===== src/rtl/turbo_pkg.sv =====
// Shared types for the turbo iteration sequencer: FSM states, iteration counter width, bit-reverse.
package turbo_pkg;

  localparam int ITER_W = 4;

  typedef enum logic [1:0] {
    IDLE  = 2'd0,
    READ  = 2'd1,
    DRAIN = 2'd2,
    TURN  = 2'd3
  } state_e;

  // Reverses the low w bits of v; bits above w must be zero and are shifted out.
  function automatic logic [31:0] bit_rev(input logic [31:0] v, input int unsigned w);
    logic [31:0] r;
    r = {<<{v}};
    return r >> (32 - w);
  endfunction

endpackage


===== src/rtl/turbo_addr_delay.sv =====
// DEPTH-stage shift register carrying {valid, addr, tag}; fixed DEPTH-cycle latency, no stall.
module turbo_addr_delay #(
  parameter int DEPTH = 4,
  parameter int AW    = 8
) (
  input  logic          clk,
  input  logic          clr_n_i,
  input  logic          vld_i,
  input  logic [AW-1:0] addr_i,
  input  logic          tag_i,
  output logic          vld_o,
  output logic [AW-1:0] addr_o,
  output logic          tag_o
);

  typedef struct packed {
    logic          vld;
    logic [AW-1:0] addr;
    logic          tag;
  } stage_t;

  stage_t pipe_q [DEPTH];
  stage_t in_s;

  assign in_s = '{vld: vld_i, addr: addr_i, tag: tag_i};

  always_ff @(posedge clk) begin
    if (!clr_n_i) begin
      for (int i = 0; i < DEPTH; i++) pipe_q[i] <= '0;
    end else begin
      pipe_q[0] <= in_s;
      for (int i = 1; i < DEPTH; i++) pipe_q[i] <= pipe_q[i-1];
    end
  end

  assign vld_o  = pipe_q[DEPTH-1].vld;
  assign addr_o = pipe_q[DEPTH-1].addr;
  assign tag_o  = pipe_q[DEPTH-1].tag;

endmodule


===== src/rtl/turbo_iter_ctrl.sv =====
// Turbo decoder iteration sequencer: natural/interleaved half-iterations, PIPE_LAT read->write delay.
// Optional TURBO_EARLY_STOP_EN: conv_ok at the decoder-2 turn ends the frame early.
module turbo_iter_ctrl
  import turbo_pkg::*;
#(
  parameter  int QUADS    = 256,
  parameter  int PIPE_LAT = 4,
  parameter  int MAX_ITER = 8,
  localparam int ADDR_W   = $clog2(QUADS)
) (
  input  logic              clk,
  input  logic              rst,
  input  logic              start,
  input  logic              conv_ok,
  output logic              busy,
  output logic              done,
  output logic              half,
  output logic [ITER_W-1:0] iter_cnt,
  output logic              rd_en,
  output logic [ADDR_W-1:0] rd_addr,
  output logic              wr_en,
  output logic [ADDR_W-1:0] wr_addr,
  output logic              perm_sel
);

  // One counter serves both the quad index in READ and the drain wait.
  localparam int CNT_MAX = (QUADS > PIPE_LAT) ? QUADS : PIPE_LAT;
  localparam int CNT_W   = $clog2(CNT_MAX);

  state_e            state_q, state_d;
  logic [CNT_W-1:0]  cnt_q, cnt_d;
  logic              half_q, half_d;
  logic [ITER_W-1:0] iter_q, iter_d;
  logic              stop_req;
  logic              finish;
  logic [ADDR_W-1:0] addr_nat;

`ifdef TURBO_EARLY_STOP_EN
  assign stop_req = conv_ok;
`else
  logic unused_conv_ok;
  assign unused_conv_ok = conv_ok;
  assign stop_req       = 1'b0;
`endif

  always_ff @(posedge clk) begin
    if (!rst) begin
      state_q <= IDLE;
      cnt_q   <= '0;
      half_q  <= 1'b0;
      iter_q  <= '0;
    end else begin
      state_q <= state_d;
      cnt_q   <= cnt_d;
      half_q  <= half_d;
      iter_q  <= iter_d;
    end
  end

  always_comb begin
    state_d = state_q;
    cnt_d   = cnt_q;
    half_d  = half_q;
    iter_d  = iter_q;
    rd_en   = 1'b0;
    done    = 1'b0;
    finish  = 1'b0;
    unique case (state_q)
      IDLE: begin
        if (start) begin
          state_d = READ;
          cnt_d   = '0;
          half_d  = 1'b0;
          iter_d  = '0;
        end
      end
      READ: begin
        rd_en = 1'b1;
        if (cnt_q == CNT_W'(QUADS - 1)) begin
          state_d = DRAIN;
          cnt_d   = '0;
        end else begin
          cnt_d = cnt_q + 1'b1;
        end
      end
      DRAIN: begin
        // Last write leaves the delay line PIPE_LAT cycles after the last read.
        if (cnt_q == CNT_W'(PIPE_LAT - 1)) begin
          state_d = TURN;
          cnt_d   = '0;
        end else begin
          cnt_d = cnt_q + 1'b1;
        end
      end
      TURN: begin
        finish = half_q && ((iter_q == ITER_W'(MAX_ITER - 1)) || stop_req);
        if (half_q) iter_d = iter_q + 1'b1;
        if (finish) begin
          done    = 1'b1;
          state_d = IDLE;
        end else begin
          half_d  = ~half_q;
          cnt_d   = '0;
          state_d = READ;
        end
      end
      default: state_d = IDLE;
    endcase
  end

  assign addr_nat = cnt_q[ADDR_W-1:0];
  assign rd_addr  = !rd_en  ? '0 :
                    half_q  ? ADDR_W'(bit_rev(32'(addr_nat), ADDR_W)) : addr_nat;
  assign busy     = (state_q != IDLE);
  assign half     = half_q;
  assign iter_cnt = iter_q;

  // Tag is the interleave select: set only for valid decoder-1 writes.
  turbo_addr_delay #(
    .DEPTH (PIPE_LAT),
    .AW    (ADDR_W)
  ) u_delay (
    .clk     (clk),
    .clr_n_i (rst),
    .vld_i   (rd_en),
    .addr_i  (rd_addr),
    .tag_i   (rd_en & ~half_q),
    .vld_o   (wr_en),
    .addr_o  (wr_addr),
    .tag_o   (perm_sel)
  );

endmodule

===== config.mk =====
export PLATFORM = sky130hd
export DESIGN_NAME = turbo_iter_ctrl
export DESIGN_NICKNAME = d
export VERILOG_FILES = /design/src/rtl/turbo_pkg.sv /design/src/rtl/turbo_addr_delay.sv /design/src/rtl/turbo_iter_ctrl.sv
export SDC_FILE = /design/constraint.sdc
export NUM_CORES = 1
export LEC_CHECK = 0
export CORE_MARGIN = 2
export CORE_UTILIZATION = 55
export DETAILED_ROUTE_END_ITERATION = 10
export GPL_TIMING_DRIVEN = 0
export PLACE_DENSITY_LB_ADDON = 0.2
export SLEW_MARGIN = 15
export SYNTH_ARGS = -nofsm -noshare
export SYNTH_HDL_FRONTEND = slang
export SYNTH_SLANG_ARGS = --single-unit

===== constraint.sdc =====
create_clock -name clk -period 6.35 [get_ports clk]
set_clock_uncertainty 0.2 [all_clocks]
set_input_delay 1.27 -clock clk [delete_from_list [all_inputs] [get_ports clk]]
set_output_delay 1.27 -clock clk [all_outputs]
set_load 0.005 [all_outputs]

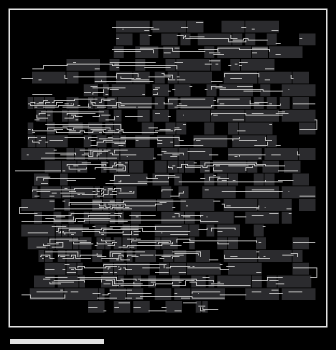
m1.png
Scale bar: 20 um.
longest straight run = 24.8 um
main direction = horizontal
wire length on this layer = 1820 um
nets with wire on the layer = 246
Vias: 1616
Post-Route WL: 3.88 mm
met1 Use GR: 24.8%

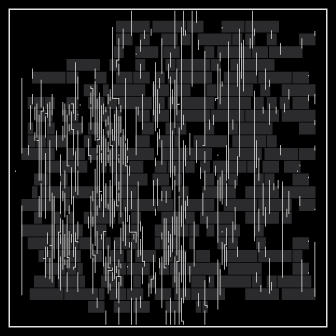
m2.png
main direction = vertical
nets with wire on the layer = 220
Global Route met2 Usage: 31.6%

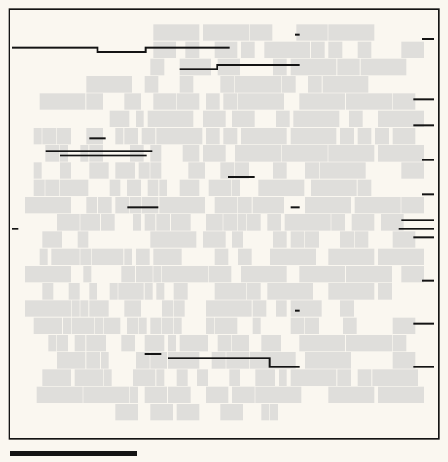
m3.png
Scale bar: 20 um.
nets with wire on the layer = 19
wire length on this layer = 153 um
main direction = horizontal
met3 Use GR: 5.50%

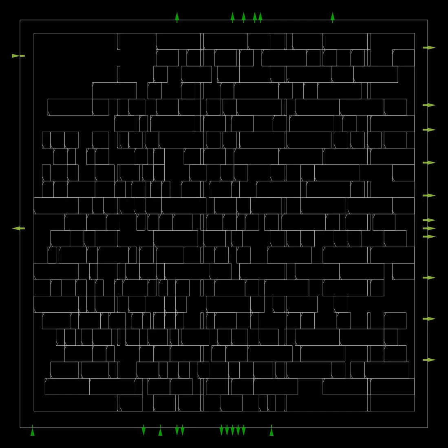
placed.png
Cell Count, Final, Fillers Out: 313
n_taps: 50
row count: 23
core area: 3940 sq um

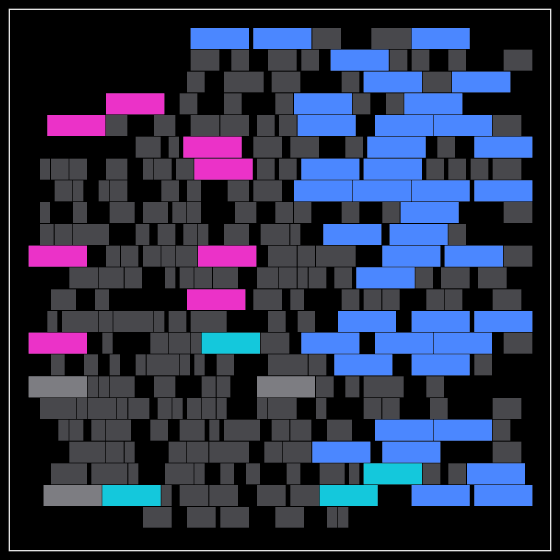
ff_map.png
Other sequential cells in the stronger grey, the rest of the logic in the fainter grey.
`iter_cnt` -> cyan  # flops 4, where bottom centre
`addr_nat` -> magenta  # flops 8
`u_delay.pipe_q` -> blue  # flops 40
not coloured = 3
seq pwr: 368 uW
sequential share of cell area: 41.7%
Finished Core Util: 67.0%
Reg area: 1100 sq um

==> ci_impl_report.md <==
### Flow metrics

| Metric | Value |
|---|---|
| Status | completed |
| Hold-fix buffer count after cts | 0 |
| Layout clock buffers | 5 |
| Yosys warns | 0 |
| WP data arrival | 2.12 ns |
| # diodes | 0 |
| Routability cong. | 0.938 |
| Peak supply drop | 190 uV |
| Top cell category | registers |
| CP max FO | 10 |
| Internal power | 509 uW |
| Starting density of the core | 56.2% |
| Num Clock Sinks | 55 |
| Area leader, netlist | dfxtp_1 |
| And+or+nand+nor area frac | 27.8% |
| Commonest flop | dfxtp_1 |
| Most frequent cells in the layout | dfxtp_1 (55), and2_1 (42), clkdlybuf4s50_1 (27) |
| Crit path capture | rd_addr[7] |
| DR WL met3 | 153 um |
| Gate power share | 22.7% |
| NonClk Buf Share | 13.9% |
| TNS Setup | 0 ns |
| Number of port buffers | 27 |
| HP Class | flop to flop |
| Wire per inst | 12.4 um |
| Flops out of synthesis | 55 |
| Hold_sp | u_delay.pipe_q[1][4]$_SDFF_PN0_ |
| Inverter count | 6 |
| Layout cell share with drive strength beyond 1 | 8.37% |
| Cells after Synth | 228 |
| Placed instance count | 305 |
| GR Overflow Total | 0 |
| Flop pwr share | 50.5% |
| Worst hold path endpoint | u_delay.pipe_q[2][4]$_SDFF_PN0_ |
| Comb gates | 150 |
| Tmin final | 3.59 ns |
| Slew margin rel. | 59.9% |
| Initial DRC Count | 81 |
| Vias/cell | 5.16 |
| Pwr/cell area | 277 nW/um^2 |
| Sw Share | 30.3% |
| Seq/Total Area, Yosys | 49.7% |
| Top cell excl fill/tap | dfxtp_1 |
| CP Launch Type | flop |
| Async SR Flop Fraction | 0% |
| M1 WL | 1.82 mm |
| Worst R2R Start | state_q[0]$_SDFFE_PN0P_ |
| Synth top cell by count | dfxtp_1 |
| CP Class | flop to output port |
| H-Tree Depth | 2 |
| Yosys xor share | 0.791% |
| Area leader share | 49.7% |
| Post-synth cell types | 39 |
| Plain + repair buffers | 44 |
| Reg2Reg Setup Slack | 4.13 ns |
| Crit path depth | 5 |
| Reg clk slew, reported paths | 0.10 ns |
| Final-report setup violation count | 0 |
| Ys cells | 228 |
| P_leak | 0.000987 uW |
| Die area | 4550 sq um |
| Largest net degree at the start of global routing | 19 |
| Clock buffer depth | 2 |
| Antenna-violating nets left | 0 |
| Net switching power | 222 uW |
| Post-CTS Setup Bufs | 0 |
| Crit path from | state_q[1]$_SDFFE_PN0P_ |
| Vias in the first global route | 1446 |
| Filler instances | 341 |
| P_comb | 166 uW |
| Synth Area in Compound Gates | 7.85% |
| Comb. cell area | 996 sq um |
| FMAX | 279 MHz |
| Mapped Area | 2220 sq um |
| Slowest stage cell, crit path | clkdlybuf4s50_1 |
| First-pass GRT wire length | 6.56 mm |
| Largest Pwr Group | registers |
| Mux area share | 4.52% |
| Syn_area_per_cell | 9.72 sq um |
| CP endpoint kind | output port |
| EDFF count, synth | 0 |
| Worst-Margin Slew | 0.601 ns |
| DP Wirelength | 2.79 mm |
| Final Max Slew Viols | 0 |
| Die X | 67.5 um |
| Crit path buf inv count | 3 |
| Num ports | 30 |
| Yosys stat area | 2220 sq um |
| Top logic family | simple AND/OR/NAND/NOR gates |
| Global route hottest layer | met2 |
| Worst Reg2Reg Path Length in Cells | 7 |
| RSZ-0062 raised after global routing | no |
| R2R Path End | addr_nat[7]$_SDFFE_PN0P_ |
| Synth cell count leaders | dfxtp_1 (55), and2_1 (42), nand2_1 (16) |
| Biggest area cells | dfxtp_1 (50%), and2_1 (12%), mux2i_1 (4.5%) |
| Max Cap Viol | 0 |
| Hold path depth | 1 |
| DRC violations left | 0 |
| Area Growth Syn to Fin | 19.1% |
| Log Warnings | 31 |
| Die H | 67.5 um |
| Crit path cell chain | inv_1 -> ha_1 -> clkbuf_1 -> nor2b_1 -> clkdlybuf4s50_1 |
| Root buffer cell | clkbuf_8 |
| Clk pwr share | 26.8% |
| Initial antenna violation count | 0 |
| Seq_cells | 55 |
| Latency at later pin | 0.31 ns |
| Final Hold Fails | 0 |
| Period utilisation layout | 56.5% |
| Adder-cell share of the synthesized area | 3.95% |
| Total GRT Usage | 19.6% |
| Initial DRT Pass Iterations | 4 |
| DR top layer | met4 |
| Clk power | 196 uW |
| CTS tree | built |
| Met2 Wirelength | 1.83 mm |
| Crit path max-delay family | buffers and inverters |
| Clock-cell share | 3.46% |
| Post-layout nets | 273 |
| Post-cts resize count | 0 |
| CTS Buf Count | 5 |
| WP data required | 4.88 ns |
| Logic share of the area | 37.7% |
| Max stage delay on crit path | 0.53 ns |
| Post-Syn Nets | 239 |
## metrics by stage
| stage | power (uW) | area [sq um] | hold WS [ns] | setup slack, ns | utilization [%] |
|---|---|---|---|---|---|
| finish | 730 | 2640 | 0.237 | 2.76 | 67.0 |
| global placement | 540 | 2550 | 0.213 | 3.13 | 64.6 |
| floorplan | 494 | 2220 | 0.206 | 3.84 | - |
| global route | 774 | 2640 | 0.256 | 2.57 | 67.0 |
| CTS | 737 | 2640 | 0.241 | 2.76 | 67.0 |
| detailed placement | 543 | 2550 | 0.216 | 3.11 | 64.6 |
## registers in the layout (all words and copies together) (netlist names)
| register | cells |
|---|---|
| u_delay.pipe_q | 40 |
| half | 1 |
| state_q | 2 |
| addr_nat | 8 |
| iter_cnt | 4 |
Power is estimated from default activity; no workload was simulated.
